==> src/rtl/retrodack_brom_arbiter_pkg.sv <==
// Shared definitions for the two-port boot-ROM arbiter.
package retrodack_brom_arbiter_pkg;

    // Arbiter FSM: waiting for a grant, or waiting on the BROM.
    typedef enum logic {
        StIdle = 1'b0,
        StBusy = 1'b1
    } state_e;

    // Number of requesting ports sharing the BROM.
    localparam int unsigned NumPorts = 2;

    // Read data returned with an error response.
    localparam logic [31:0] ErrorData = 32'h0;

    // One-hot ready/error vector for a port index.
    function automatic logic [NumPorts-1:0] port_onehot(input logic idx);
        return idx ? 2'b10 : 2'b01;
    endfunction

endpackage

==> src/rtl/retrodack_rr_arbiter2.sv <==
// Two-way arbiter: round-robin pick with a one-bit pointer, or fixed
// priority to port 0. The pointer always moves to the loser of a grant.
module retrodack_rr_arbiter2 #(
    parameter int unsigned FIXED_PRIORITY = 0
) (
    input  logic       i_clock,
    input  logic       i_reset,
    input  logic [1:0] i_eligible,
    output logic       o_grant_valid,
    output logic       o_grant_idx
);

    logic ptr_q;
    logic ptr_d;

    // Pick a winner among eligible ports and advance the pointer past it.
    always_comb begin
        o_grant_valid = |i_eligible;
        o_grant_idx   = 1'b0;
        ptr_d         = ptr_q;
        if (&i_eligible) begin
            o_grant_idx = (FIXED_PRIORITY != 0) ? 1'b0 : ptr_q;
        end else begin
            o_grant_idx = i_eligible[1];
        end
        if (o_grant_valid) begin
            ptr_d = ~o_grant_idx;
        end
    end

    // Round-robin pointer register.
    always_ff @(posedge i_clock) begin
        if (i_reset) begin
            ptr_q <= 1'b0;
        end else begin
            ptr_q <= ptr_d;
        end
    end

endmodule

==> src/rtl/retrodack_brom_arbiter.sv <==
// Shares one boot ROM between two requesting ports. In-range accesses issue
// a single-cycle BROM request and return the data three cycles after grant;
// out-of-range accesses and BROM timeouts complete with an error response.
module retrodack_brom_arbiter
    import retrodack_brom_arbiter_pkg::*;
#(
    parameter int unsigned TIMEOUT_CYCLES = 16,
    parameter int unsigned ROM_BYTES      = 32768,
    parameter int unsigned FIXED_PRIORITY = 0
) (
    input  logic                     i_clock,
    input  logic                     i_reset,
    input  logic [NumPorts-1:0]      i_request,
    input  logic [32*NumPorts-1:0]   i_address,
    output logic [32*NumPorts-1:0]   o_rdata,
    output logic [NumPorts-1:0]      o_ready,
    output logic [NumPorts-1:0]      o_error,
    output logic                     o_brom_request,
    output logic [31:0]              o_brom_address,
    input  logic [31:0]              i_brom_rdata,
    input  logic                     i_brom_ready
);

    localparam int unsigned CntW = (TIMEOUT_CYCLES < 1) ? 1 : $clog2(TIMEOUT_CYCLES + 1);
    localparam logic [CntW-1:0] TimeoutVal = CntW'(TIMEOUT_CYCLES);
    localparam logic [31:0]     RomLimit   = 32'(ROM_BYTES);

    state_e                    state_q, state_d;
    logic                      owner_q, owner_d;
    logic [CntW-1:0]           cnt_q, cnt_d;
    logic                      breq_q, breq_d;
    logic [31:0]               baddr_q, baddr_d;
    logic [NumPorts-1:0]       ready_q, ready_d;
    logic [NumPorts-1:0]       error_q, error_d;
    logic [32*NumPorts-1:0]    rdata_q, rdata_d;

    logic [NumPorts-1:0]       eligible;
    logic                      grant_valid;
    logic                      grant_idx;
    logic [31:0]               sel_addr;
    logic [CntW-1:0]           cnt_inc;

    // A port still showing its level request during its own ready cycle is
    // masked so the completed access is not granted a second time.
    always_comb begin
        eligible = '0;
        if (state_q == StIdle) begin
            eligible = i_request & ~ready_q;
        end
    end

    retrodack_rr_arbiter2 #(
        .FIXED_PRIORITY (FIXED_PRIORITY)
    ) u_rr_arbiter2 (
        .i_clock       (i_clock),
        .i_reset       (i_reset),
        .i_eligible    (eligible),
        .o_grant_valid (grant_valid),
        .o_grant_idx   (grant_idx)
    );

    // Address of the winning port and the incremented wait count.
    always_comb begin
        sel_addr = grant_idx ? i_address[63:32] : i_address[31:0];
        cnt_inc  = cnt_q + CntW'(1);
    end

    // Next-state and registered-output logic of the access FSM.
    always_comb begin
        state_d = state_q;
        owner_d = owner_q;
        cnt_d   = cnt_q;
        breq_d  = 1'b0;
        baddr_d = baddr_q;
        ready_d = '0;
        error_d = '0;
        rdata_d = {NumPorts{ErrorData}};

        unique case (state_q)
            StIdle: begin
                if (grant_valid) begin
                    if (sel_addr < RomLimit) begin
                        breq_d  = 1'b1;
                        baddr_d = sel_addr;
                        owner_d = grant_idx;
                        cnt_d   = '0;
                        state_d = StBusy;
                    end else begin
                        // Outside the ROM window: answer immediately with an error.
                        ready_d = port_onehot(grant_idx);
                        error_d = port_onehot(grant_idx);
                    end
                end
            end
            StBusy: begin
                if (i_brom_ready) begin
                    ready_d = port_onehot(owner_q);
                    if (owner_q) begin
                        rdata_d[63:32] = i_brom_rdata;
                    end else begin
                        rdata_d[31:0] = i_brom_rdata;
                    end
                    state_d = StIdle;
                end else begin
                    cnt_d = cnt_inc;
                    if (cnt_inc == TimeoutVal) begin
                        ready_d = port_onehot(owner_q);
                        error_d = port_onehot(owner_q);
                        state_d = StIdle;
                    end
                end
            end
            default: begin
                state_d = StIdle;
            end
        endcase
    end

    // State and output registers; reset abandons any access in flight.
    always_ff @(posedge i_clock) begin
        if (i_reset) begin
            state_q <= StIdle;
            owner_q <= 1'b0;
            cnt_q   <= '0;
            breq_q  <= 1'b0;
            baddr_q <= '0;
            ready_q <= '0;
            error_q <= '0;
            rdata_q <= '0;
        end else begin
            state_q <= state_d;
            owner_q <= owner_d;
            cnt_q   <= cnt_d;
            breq_q  <= breq_d;
            baddr_q <= baddr_d;
            ready_q <= ready_d;
            error_q <= error_d;
            rdata_q <= rdata_d;
        end
    end

    // Drive ports straight from the registers.
    always_comb begin
        o_ready        = ready_q;
        o_error        = error_q;
        o_rdata        = rdata_q;
        o_brom_request = breq_q;
        o_brom_address = baddr_q;
    end

endmodule
==> config.mk <==
export PLATFORM = sky130hd
export DESIGN_NAME = retrodack_brom_arbiter
export DESIGN_NICKNAME = d
export VERILOG_FILES = /design/src/rtl/retrodack_brom_arbiter_pkg.sv /design/src/rtl/retrodack_rr_arbiter2.sv /design/src/rtl/retrodack_brom_arbiter.sv
export SDC_FILE = /design/constraint.sdc
export NUM_CORES = 1
export LEC_CHECK = 0
export CAP_MARGIN = 10
export CORE_ASPECT_RATIO = 1.4
export CORE_MARGIN = 4
export CORE_UTILIZATION = 30
export DETAILED_ROUTE_END_ITERATION = 10
export SYNTH_ARGS = -nofsm -noshare
export SYNTH_HDL_FRONTEND = slang
export SYNTH_SLANG_ARGS = --single-unit
==> constraint.sdc <==
create_clock -name i_clock -period 4.36 [get_ports i_clock]
set_input_delay 0.654 -clock i_clock [delete_from_list [all_inputs] [get_ports i_clock]]
set_output_delay 0.654 -clock i_clock [all_outputs]
set_load 0.02 [all_outputs]
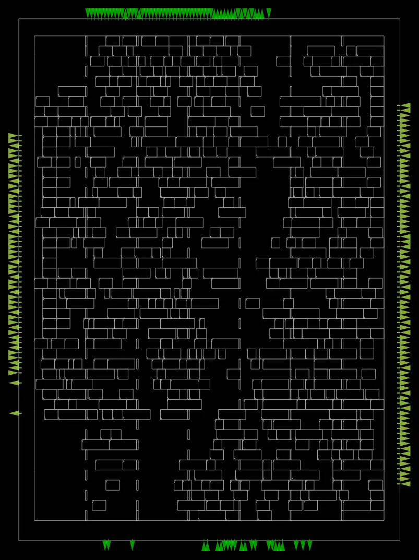
Run 1: cell outlines without signal wires
core footprint: 12,300 sq um
row count: 48

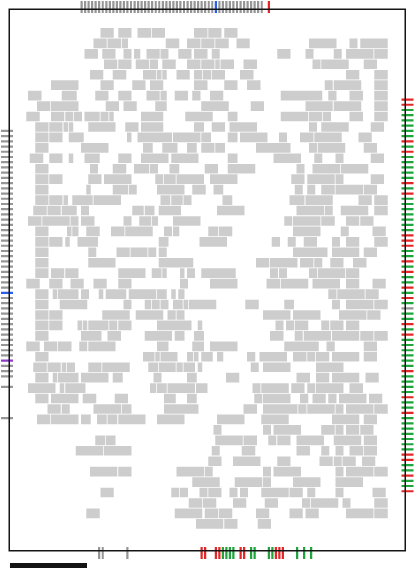
Run 1: ports around the boundary
The bar under the picture is 20 um long. Pins as bars across the die edge, other pins in gray.
`i_brom_rdata` -> red  # pins 32, direction input, edge 22 east, 9 south, 1 north
`o_rdata` -> green  # pins 64, direction output, edge 53 east, 11 south
`o_ready` -> blue  # pins 2, direction output, edge 1 north, 1 west
`i_brom_ready` -> purple  # pins 1, direction input, edge west
all pins by edge = 76 east, 53 north, 50 west, 23 south

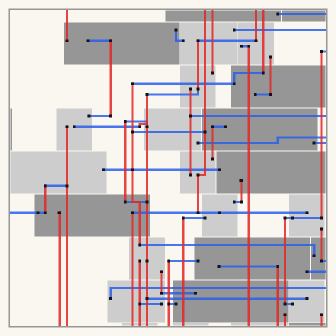
Run 1: a small window of the routed layout
Region (67, 95) to (87, 115) um. Cells in gray, sequential cells in the stronger gray; small squares are vias.
met2 -> red
met1 -> blue
cells with their middle in the window = 19
most frequent = and2_1 (8), dfxtp_1 (7), clkdlybuf4s50_1 (3)
netlist names of flops here include = `o_rdata` (7)
sequential cells in the window = 7

==> Slide: Implementation Results, run 1 <==
Physical Implementation Snapshot

Power and ir drop
  • Comb pwr share: 7.6%
  • Main power group: registers
  • Combinational Power: 0.151 mW
  • P_clk: 0.847 mW
  • Sw power: 0.438 mW
  • Switching part of the total: 21.9%
  • Int Pwr: 1.56 mW

Timing
  • Final setup violation count: 0
  • Max Clk Rate: 394 MHz
  • Min Hold Slack: 0.473 ns
  • Min cycle time layout: 2.54 ns

Cells and area
  • Multi-input combinational area share: 24.1%
  • NumNets Final: 637
  • Commonest non-fill, non-tap cells in the layout: 200 x clkdlybuf4s50_1, 109 x dfxtp_1, 64 x and2_1
  • Count of non-filler cells in the finished layout: 689
  • Multi-input gate count: 209
  • Logic area: 1500 sq um
  • Non-clock buffer count: 203
  • Flops: 109
  • Max FFs per register: 64
  • Biggest Area Class: sequential cells
  • Register share of the cell area: 35.1%

Synthesis
  • Netlist cell types: 39
  • Area fraction in xor and xnor cells: 0.465%
  • Fa+ha+maj area frac: 0.664%
  • Area leader share: 57.9%
  • Synth mux share: 9.26%
  • Yosys simple share: 26.0%
  • Top non-seq family: simple AND/OR/NAND/NOR gates
  • Synth async-reset ratio: 0%
  • Synthesis area per yosys: 3770 sq um
  • Dominant flop cell: dfxtp_1
  • Synth Seq Share: 57.9%
  • Yosys warnings: 0
  • Synth area leader: dfxtp_1
  • # Cells Yosys: 339

Worst setup path
  • Critical Path, Cell by Cell: clkdlybuf4s50_1, nand2b_1, o21ai_2, and3b_1, o21a_1, o21ai_0
  • R2R Path End: cnt_q[0]
  • Nature of the critical path endpoint: flip-flop
  • Setup crit end: cnt_q[0]

Routing
  • Top Layer Used: met4
  • Routed len/inst: 14.7 um
  • Drt first pass iters: 4
  • WL met1: 3790 um
  • Detail Route Antenna Nets: 0
  • DR vias: 2,967

Global route
  • Most used routing layer: met2
  • Initial antenna violation count: 0
  • Gr ovfl total: 0
  • GR Util met2: 22.8%
  • Vias in the first global route: 2,990

Place
  • Final Wtd Congestion: 0.778
  • Cell Area, Placed: 5890 sq um

Run status
  • Status: finished, final reports clean

Floorplan
  • TAP cells: 150

Clock network
  • H-tree depth: 3
  • Inserted Clock Buffers: 9

Hold path
  • Hold Path End: o_brom_address[22]

Flow run
  • Maxcap violations: 0
  • Tool warnings: 27
==> inputs of run 2 (changes only) <==
- clock period: 4.36 -> 2.5 ns (I/O delays scaled with it)
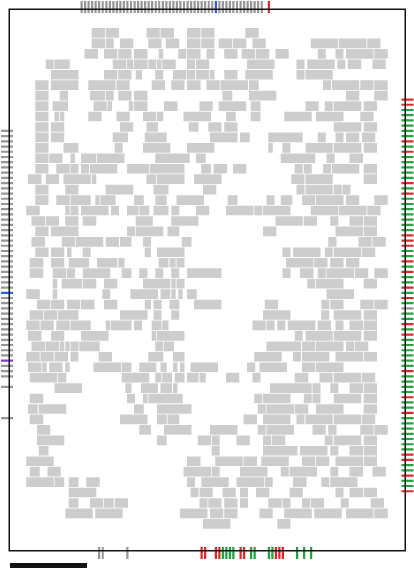
Run 2: ports around the boundary
The bar under the picture is 20 um long. Pins as bars across the die edge, other pins in gray.
`o_ready` -> blue  # pins 2, direction output, edge 1 north, 1 west
`o_rdata` -> green  # pins 64, direction output, edge 53 east, 11 south
`i_brom_rdata` -> red  # pins 32, direction input, edge 22 east, 9 south, 1 north
`i_brom_ready` -> purple  # pins 1, direction input, edge west

==> Slide: Implementation Results, run 2 <==
Physical Implementation Snapshot

Timing
  • Min cycle time layout: 1.95 ns
  • Min Hold Slack: 0.368 ns (-0.105 ns)
  • Final setup violation count: 0 (unchanged)
  • Max Clk Rate: 514 MHz

Power and ir drop
  • Sw power: 0.740 mW (+69%)
  • Combinational Power: 0.263 mW (+74%)
  • Comb pwr share: 7.6% (about the same)
  • Main power group: registers

Cells and area
  • Count of non-filler cells in the finished layout: 693 (+0.58%)
  • Register share of the cell area: 34.9% (-0.25 points)
  • Biggest Area Class: sequential cells
  • Commonest non-fill, non-tap cells in the layout: 200 x clkdlybuf4s50_1, 109 x dfxtp_1, 64 x and2_1
  • Multi-input gate count: 209 (unchanged)
  • Flops: 109 (unchanged)
  • Logic area: 1500 sq um (unchanged)

Floorplan
  • Core footprint: 12,300 sq um (unchanged)
  • TAP cells: 150 (unchanged)

Hold path
  • Hold Path End: cnt_q[2]

Synthesis
  • # Cells Yosys: 339 (unchanged)
  • Synth area leader: dfxtp_1
  • Fa+ha+maj area frac: 0.664% (unchanged)
  • Dominant flop cell: dfxtp_1
  • Netlist cell types: 39 (unchanged)
  • Area fraction in xor and xnor cells: 0.465% (unchanged)
  • Synth async-reset ratio: 0% (unchanged)
  • Yosys simple share: 26.0% (unchanged)
  • Top non-seq family: simple AND/OR/NAND/NOR gates

Run status
  • Status: finished, final reports clean

Flow run
  • Maxcap violations: 0 (unchanged)
  • Tool warnings: 27 (unchanged)

Clock network
  • Inserted Clock Buffers: 9 (unchanged)
  • H-tree depth: 3 (unchanged)

Place
  • Final Wtd Congestion: 0.802 (+3.1%)
  • Cell Area, Placed: 5950 sq um (+0.93%)

Routing
  • Drt first pass iters: 4 (unchanged)
  • DR vias: 3,029 (+2.1%)

Worst setup path
  • Setup crit end: o_brom_address[12]
  • Nature of the critical path endpoint: flip-flop

Global route
  • Most used routing layer: met2
  • Vias in the first global route: 2,994 (+0.13%)
  • Gr ovfl total: 0 (unchanged)
No activity file was given, so power comes from the tool's default toggle rates.
